==> config.mk <==
export PLATFORM = sky130hd
export DESIGN_NAME = shifter_op_sequencer_flat
export DESIGN_NICKNAME = d
export VERILOG_FILES = /design/src/rtl/shifter_op_sequencer_if.sv /design/src/rtl/shifter_op_sequencer.sv /design/src/flat_wrapper.sv
export SDC_FILE = /design/constraint.sdc
export NUM_CORES = 1
export LEC_CHECK = 0
export ABC_AREA = 1
export CORE_MARGIN = 2
export CORE_UTILIZATION = 45
export CTS_CLUSTER_DIAMETER = 120
export DETAILED_ROUTE_END_ITERATION = 12
export PLACE_DENSITY = 0.62
export SLEW_MARGIN = 20
export SYNTH_ARGS = -nofsm -noshare
export SYNTH_HDL_FRONTEND = slang
export SYNTH_SLANG_ARGS = --single-unit
==> constraint.sdc <==
create_clock -name clk -period 5.6 [get_ports clk]
set_clock_uncertainty 0.15 [all_clocks]
set_input_delay 1.12 -clock clk [delete_from_list [all_inputs] [get_ports clk]]
set_output_delay 1.12 -clock clk [all_outputs]
set_load 0.1 [all_outputs]
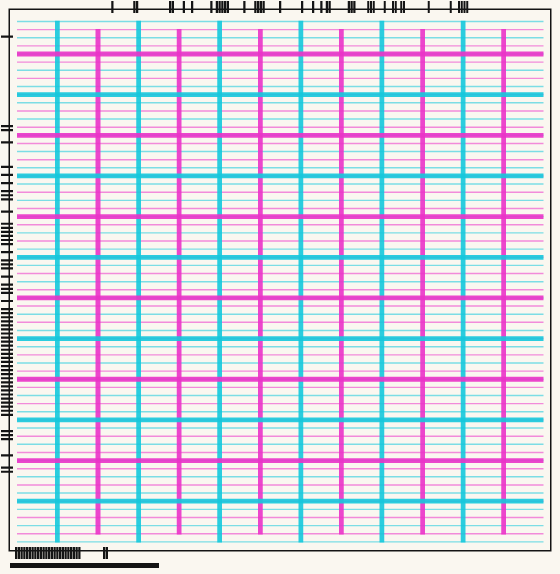
(images/floorplan.png)
Scale bar: 50 um. Pins as bars on the die edge.
legend:
  VDD:
    color: magenta
  VSS:
    color: cyan
met5 straps: 12
met1 rails: 65
rows: 64
signal pins: 126
met4 straps: 12
core area: 30700 um2
DIE WIDTH: 181 um
Die Y: 181 um

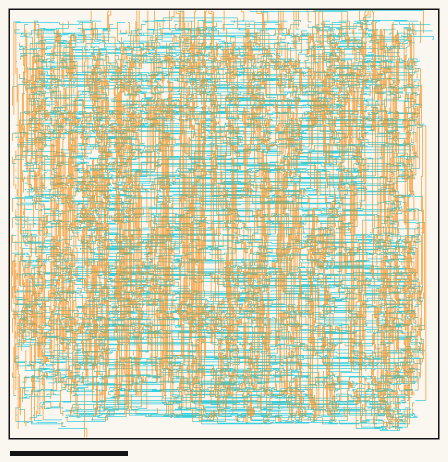
(images/layers.png)
Scale bar: 50 um. Only two layers are drawn.
legend:
  M1:
    color: cyan
    wire_length: 29.4 mm
  M2:
    color: orange
    wire_length: 30.9 mm
Post-Route WL: 77200 um
total number of vias: 19600
Tot GR Track Use: 46.4%

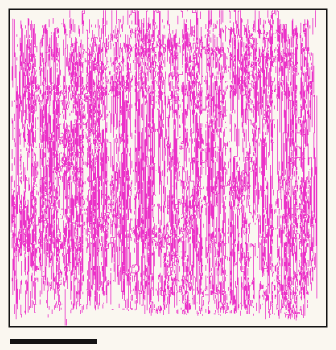
(images/m2.png)
Scale bar: 50 um.
wire length on this layer: 30.9 mm
main direction: vertical
nets with wire on the layer: 2214
share of all routed wire: 40%
longest straight run: 116 um
GR Layer Usage met2: 66.2%

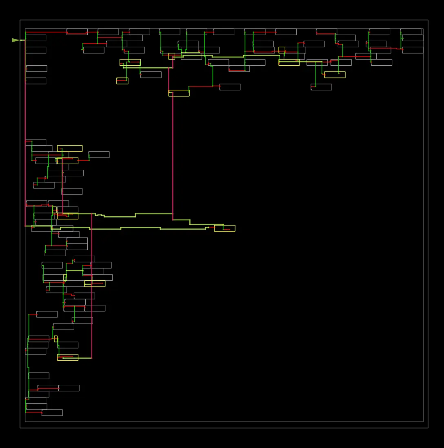
(images/clock_nets.png)
total clock sinks: 91
Clock Buffer Count: 12
CTS buffer count: 9
Latency at later pin: 380 ps
Seq cells: 91

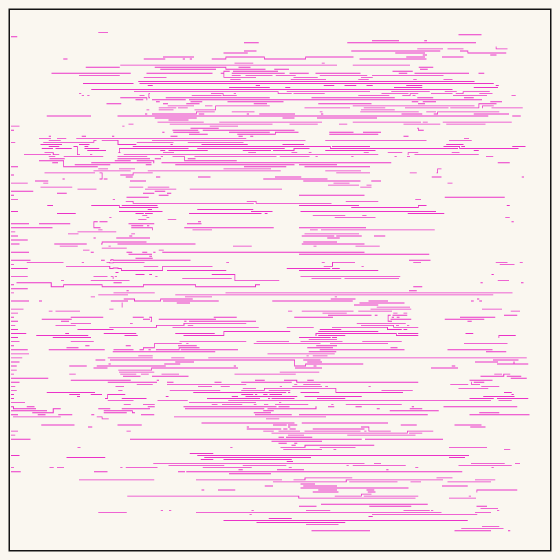
(images/m3.png)
wire length on this layer: 9680 um
share of all routed wire: 13%
longest straight run: 124 um
nets with wire on the layer: 468
GRT met3 Usage: 12.5%

==> impl_metrics.ini <==
; generated from flow reports
[sta]
fin_setup_tns_ps = 0
fmax_ghz = 0.216
slew_headroom_pct = 26.6
rsz0062_at_grt = false
fin_worst_hold_slack_ps = 330

[global_routing]
grt_start_max_net_pins = 75

[worst_setup_path]
max_stage_delay_ps = 720
worstPathCellList = nand2_8 > nand2_4 > nand2_4 > nand2_4 > nand2_4 > inv_2 > nand2_1 > nand3_1 > nand2_1 > nand2_1 > nand3_1 > nand2_1 > nand2_1 > a21oi_1 > nand2_1 > nand2_1 > nand3_1 > nand2_1 > nand2_1
cp-start-kind = register
critPathRequiredTime_ps = 5710
cp-end-kind = register

[synthesis]
top_cell_area_share_pct = 29.4
logic_family = simple AND/OR/NAND/NOR gates
yosysChipArea_um2 = 14000
largest_area_cell = nand2_1
yosysMostFrequentCell = nand2_1
topCellsByArea = nand2_1 (29%), nand3_1 (18%), dfrtp_1 (16%)
ys_cells = 2704
edf_count = 0

[route]
detail_route.first_pass.iterations = 7
routed.top_layer = met4
drc = 0

[final_layout]
stdcell_count = 3089
drive_above_1_share_pct = 4.68
fin_area_um2 = 15300
register_area_um2 = 2280

[min_path]
min_path_type = register to register

[floorplanning]
io_pins = 126
fp_util_pct = 45.8
row_count = 64

[place]
dp_cells = 3073
portBuffers = 101

[outcome]
outcome = complete, no violations
-- layout make-up --
cell class                 instances  area share [%]
sequential                        91            14.9
multi-input combinational       2237            65.9
inverter                         202            4.97
clock inverter                     4           0.327
timing repair buffer             147            9.08
tap                              396            3.23
clock buffer                      12            1.61
-- cells by family after synthesis --
| family | Yosys count |
|---|---|
| AOI/OAI and AO/OA | 383 |
| muxes | 6 |
| xor gates and xnor gates | 1 |
| buffers and inverters | 376 |
| adders and majority gates | 6 |
| DFF | 91 |
| and+or+nand+nor | 1841 |
